Fig. 1: M3 wires
Scale bar: 20 um.
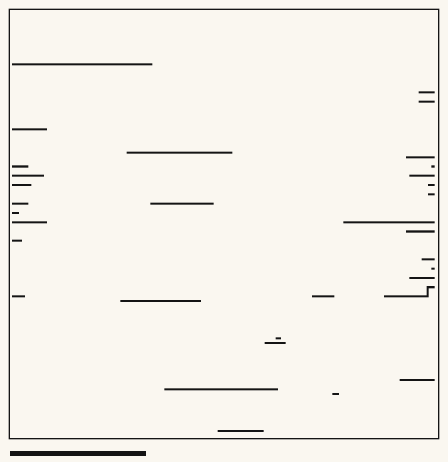
Fig. 2: cell placement
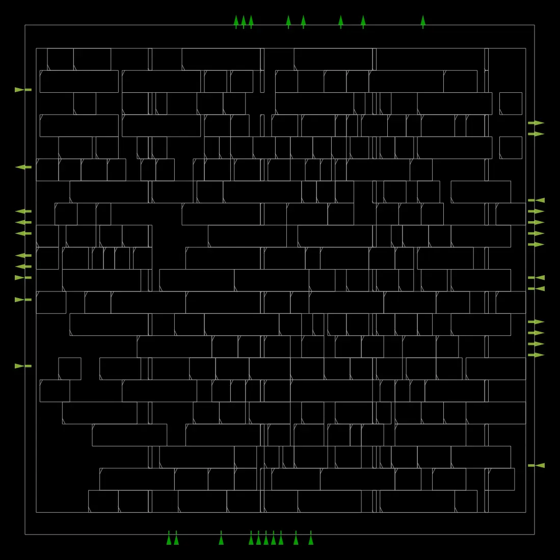
<file path="src/rtl/hazard_controller.sv">
// hazard_controller
// Pipeline sequencing controller for the 16-bit core. Shadow EX/MEM/WB slots
// track in-flight register writers. These slots are compared against the
// decode-stage instruction to produce:
//   - stall controls for PC, IF/ID and ID/EX
//   - the IF flush for a taken jump
//   - the decode comparator forwarding selects
//   - a saturating count of stalled cycles
module hazard_controller #(
  parameter int         REG_AW  = 3,
  parameter logic [1:0] SEL_MEM = 2'd0,
  parameter logic [1:0] SEL_WB  = 2'd1,
  parameter logic [1:0] SEL_RF  = 2'd2,
  parameter int         CNT_W   = 16
) (
  input  logic              clk_i,
  input  logic              rst_ni,
  input  logic              id_valid_i,
  input  logic [REG_AW-1:0] id_rs1_i,
  input  logic [REG_AW-1:0] id_rs2_i,
  input  logic              id_use_rs1_i,
  input  logic              id_use_rs2_i,
  input  logic              id_is_branch_i,
  input  logic [REG_AW-1:0] id_rd_i,
  input  logic              id_reg_write_i,
  input  logic              id_mem_read_i,
  input  logic              id_jump_n_i,
  output logic              pc_write_o,
  output logic              ifid_write_o,
  output logic              idex_bubble_o,
  output logic              if_flush_o,
  output logic [1:0]        cmp_mux1_ctl_o,
  output logic [1:0]        cmp_mux2_ctl_o,
  output logic [CNT_W-1:0]  stall_count_o
);

  // EX slot: youngest in-flight instruction
  logic              exV_q, exV_d;
  logic [REG_AW-1:0] exRd_q, exRd_d;
  logic              exRw_q, exRw_d;
  logic              exMr_q, exMr_d;

  // MEM slot: the load flag still matters here because load data is not yet available
  logic              memV_q, memV_d;
  logic [REG_AW-1:0] memRd_q, memRd_d;
  logic              memRw_q, memRw_d;
  logic              memMr_q, memMr_d;

  // WB slot: every writer's result is available by now, so the load flag is not kept
  logic              wbV_q, wbV_d;
  logic [REG_AW-1:0] wbRd_q, wbRd_d;
  logic              wbRw_q, wbRw_d;

  logic [CNT_W-1:0]  count_q, count_d;

  logic m1Ex, m1Mem, m1Wb;
  logic m2Ex, m2Mem, m2Wb;
  logic hazard1, hazard2;
  logic stall;

  // A slot matches a source when it holds a real writer of that non-zero register
  // and the decode instruction actually reads it
  function automatic logic slotMatch(
    input logic              v,
    input logic              rw,
    input logic [REG_AW-1:0] rd,
    input logic [REG_AW-1:0] r,
    input logic              useR
  );
    return v & rw & (rd == r) & (r != '0) & useR;
  endfunction

  // Comparator operand select: MEM forwarding only for non-loads, then WB, then the register file
  function automatic logic [1:0] selFor(
    input logic mMem,
    input logic mWb,
    input logic mMemLoad
  );
    if (mMem & ~mMemLoad) begin
      return SEL_MEM;
    end else if (mWb) begin
      return SEL_WB;
    end else begin
      return SEL_RF;
    end
  endfunction

  // Per-operand match terms against each shadow slot
  always_comb begin
    m1Ex  = slotMatch(exV_q,  exRw_q,  exRd_q,  id_rs1_i, id_use_rs1_i);
    m1Mem = slotMatch(memV_q, memRw_q, memRd_q, id_rs1_i, id_use_rs1_i);
    m1Wb  = slotMatch(wbV_q,  wbRw_q,  wbRd_q,  id_rs1_i, id_use_rs1_i);
    m2Ex  = slotMatch(exV_q,  exRw_q,  exRd_q,  id_rs2_i, id_use_rs2_i);
    m2Mem = slotMatch(memV_q, memRw_q, memRd_q, id_rs2_i, id_use_rs2_i);
    m2Wb  = slotMatch(wbV_q,  wbRw_q,  wbRd_q,  id_rs2_i, id_use_rs2_i);
  end

  // Hazard detection: branches need their operands in decode, ALU ops only trip on load-use
  always_comb begin
    if (id_is_branch_i) begin
      hazard1 = m1Ex | (m1Mem & memMr_q);
      hazard2 = m2Ex | (m2Mem & memMr_q);
    end else begin
      hazard1 = m1Ex & exMr_q;
      hazard2 = m2Ex & exMr_q;
    end
    stall = rst_ni & id_valid_i & (hazard1 | hazard2);
  end

  // Pipeline control and comparator selects, all forced to their idle values during reset
  always_comb begin
    pc_write_o     = ~stall;
    ifid_write_o   = ~stall;
    idex_bubble_o  = stall;
    if_flush_o     = rst_ni & id_valid_i & ~id_jump_n_i & ~stall;
    cmp_mux1_ctl_o = SEL_RF;
    cmp_mux2_ctl_o = SEL_RF;
    if (rst_ni & id_valid_i & id_is_branch_i) begin
      cmp_mux1_ctl_o = selFor(m1Mem, m1Wb, memMr_q);
      cmp_mux2_ctl_o = selFor(m2Mem, m2Wb, memMr_q);
    end
    stall_count_o  = count_q;
  end

  // Next-state of the shadow pipeline and stall counter; a stalled decode enters EX as a bubble
  always_comb begin
    exV_d   = id_valid_i & ~stall;
    exRd_d  = id_rd_i;
    exRw_d  = id_reg_write_i;
    exMr_d  = id_mem_read_i;
    memV_d  = exV_q;
    memRd_d = exRd_q;
    memRw_d = exRw_q;
    memMr_d = exMr_q;
    wbV_d   = memV_q;
    wbRd_d  = memRd_q;
    wbRw_d  = memRw_q;
    count_d = count_q;
    if (stall && (count_q != {CNT_W{1'b1}})) begin
      count_d = count_q + CNT_W'(1);
    end
  end

  // State registers; reset empties every slot so no hazard outlives it
  always_ff @(posedge clk_i or negedge rst_ni) begin
    if (!rst_ni) begin
      exV_q   <= 1'b0;
      exRd_q  <= '0;
      exRw_q  <= 1'b0;
      exMr_q  <= 1'b0;
      memV_q  <= 1'b0;
      memRd_q <= '0;
      memRw_q <= 1'b0;
      memMr_q <= 1'b0;
      wbV_q   <= 1'b0;
      wbRd_q  <= '0;
      wbRw_q  <= 1'b0;
      count_q <= '0;
    end else begin
      exV_q   <= exV_d;
      exRd_q  <= exRd_d;
      exRw_q  <= exRw_d;
      exMr_q  <= exMr_d;
      memV_q  <= memV_d;
      memRd_q <= memRd_d;
      memRw_q <= memRw_d;
      memMr_q <= memMr_d;
      wbV_q   <= wbV_d;
      wbRd_q  <= wbRd_d;
      wbRw_q  <= wbRw_d;
      count_q <= count_d;
    end
  end

endmodule
</file>
<file path="config.mk">
export PLATFORM = sky130hd
export DESIGN_NAME = hazard_controller
export DESIGN_NICKNAME = d
export VERILOG_FILES = /design/src/rtl/hazard_controller.sv
export SDC_FILE = /design/constraint.sdc
export NUM_CORES = 1
export LEC_CHECK = 0
export CAP_MARGIN = 0
export CORE_UTILIZATION = 43
export CTS_CLUSTER_DIAMETER = 200
export CTS_CLUSTER_SIZE = 16
export DETAILED_ROUTE_END_ITERATION = 8
export PLACE_DENSITY = 0.72
export SLEW_MARGIN = 20
export SYNTH_ARGS = -nofsm -noshare
export SYNTH_HDL_FRONTEND = slang
export SYNTH_SLANG_ARGS = --single-unit
</file>
<file path="constraint.sdc">
create_clock -name clk_i -period 2.68 [get_ports clk_i]
set_input_delay 0.67 -clock clk_i [delete_from_list [all_inputs] [get_ports clk_i]]
set_output_delay 0.67 -clock clk_i [all_outputs]
set_load 0.1 [all_outputs]
</file>
==> metrics.csv <==
metric,value,unit
status,"complete, but fails checks",
violations,negative setup slack,
critPathKind,input pin to primary output,
crit_buf_inv,3,
cts-root-buf,clkbuf_8,
cp-start-kind,input pin,
worstPathMaxFanout,4,
setup_tns,-0.8548,ns
slew-limit-headroom,0.6905,
netlist_area,1585,um2
ant_nets,0,
grt_max_degree,21,
cp_slowest_stage_delay,0.39,ns
grt_pass1_wl,6.734,mm
edf_count,0,
die_h,62.72,um
finalHoldViolations,0,
cts_tree,built,
post-place-ws,-0.6116,ns
hold_class,flip-flop to flip-flop,
cpLargestDelayFamily,simple AND/OR/NAND/NOR gates,
clkTransAtPathRegs,0.06,ns
period_used_share,1.095,
yosys.stat.chipArea,1585,um2
cp_data_required_time,2.01,ns
setup_violations,5,
antenna_found_initial,0,
drive_gt1_frac,0.4749,
fp_util,0.4606,
ys_seq_frac,0.5209,
end_kind,primary output,
grt_usage,0.2225,
worst_r2r_startpoint,stall_count_o[7]$_DFFE_PN0P_,
fin_ws,-0.2542,ns
portBuffers,41,
overflow,0,
rr_endpoint,stall_count_o[9]$_DFFE_PN0P_,
core,3442,um2
slowest_stage,or3b_4,
post-route-util,0.7368,
About Fig. 1:
The layer holds 4.1% of the routed length. The layer carries 158 um of wire. 29 nets have wire on it. The wires run mostly horizontal. The longest straight run is 20.2 um.
GRT met3 Usage: 0.05292
drt total wl: 3.896 mm

About Fig. 2:
flip-flops: 33
flop share of the area: 0.3320
row count: 21
Post-Layout Cell Count: 265

cell usage after synthesis, drive strengths merged, types with 2 or more instances:
cell / n
or2: 2
xor2: 15
nand3: 12
nand4: 4
nand2: 9
o21ai: 3
nor3: 7
o21a: 2
dfrtp: 33
nor4b: 2
buf: 3
inv: 2
and3: 4
xnor2: 12
mux2: 4
nor2: 9
nor4: 4
placed cells by master (no fill, tap or decap), types with 5 or more instances in the layout:
master,instances
nor3_1,5
xnor2_1,12
nor2_1,7
buf_6,5
clkbuf_8,6
dfrtp_1,20
dfrtp_2,13
buf_4,42
buf_12,8
nand3_1,11
clkdlybuf4s50_1,6
nand2_1,8
xor2_1,13
what timing repair did:
| item | in CTS | in global routing |
|---|---|---|
| gates resized | 42 | 12 |
| pin swaps | 14 | 6 |
| buffers inserted | 2 | 0 |
| endpoints found under the setup margin | 18 | 8 |
area by class of cell:
cell class,count,area (um2)
clock buffer,8,90.09
fill,247,905.9
inverter,2,11.26
multi-input combinational,107,883.3
sequential,33,842.1
tap,46,57.56
timing repair buffer,69,651.9
sequential cells by signal, summed over array words and instances (netlist names):
signal,cells
wbRd_q,3
memMr_q,1
wbV_q,1
exMr_q,1
wbRw_q,1
stall_count_o,16
exRw_q,1
exV_q,1
memRd_q,3
memRw_q,1
exRd_q,3
memV_q,1
kinds of logic after synthesis:
group | synth area share
buffers and inverters | 0.01973
adders and majority gates | 0.007891
muxes | 0.02841
xor gates and xnor gates | 0.1492
DFF | 0.5209
AOI/OAI and AO/OA | 0.06236
and+or+nand+nor | 0.2115
worst min-delay path by stage:
stage	start	to	slack (ns)	cells after the start
6_report	exMr_q$_DFF_PN0_	memMr_q$_DFF_PN0_	0.38	0
4_1_cts	exMr_q$_DFF_PN0_	memMr_q$_DFF_PN0_	0.38	0
3_5_place_dp	exMr_q$_DFF_PN0_	memMr_q$_DFF_PN0_	0.37	0
3_3_place_gp	exMr_q$_DFF_PN0_	memMr_q$_DFF_PN0_	0.37	0
5_1_grt	exMr_q$_DFF_PN0_	memMr_q$_DFF_PN0_	0.39	0
2_1_floorplan	exV_q$_DFF_PN0_	memV_q$_DFF_PN0_	0.35	0
routing by layer:
layer	GRT usage	wire length, um	vias to the layer above
met5	0	0	-
met1	0.2718	1674	674
met3	0.05292	158	6
met2	0.3859	2021	37
li1	-	-	656
met4	0.06977	42	0
through the flow:
stage	instances	total power [mW]
6_report	265	1.137
4_1_cts	266	1.147
3_3_place_gp	257	0.7515
2_1_floorplan	145	0.6607
5_1_grt	265	1.198
3_5_place_dp	257	0.7583
where the power goes:
group          total, mW  switching, mW  leakage [nW]  internal, mW
Sequential         0.544         0.0233         0.399         0.521
Clock              0.377          0.167        0.0455         0.209
Combinational      0.217          0.131         0.698        0.0854
Total               1.14          0.322          1.14         0.815
No activity file was given, so power comes from the tool's default toggle rates.
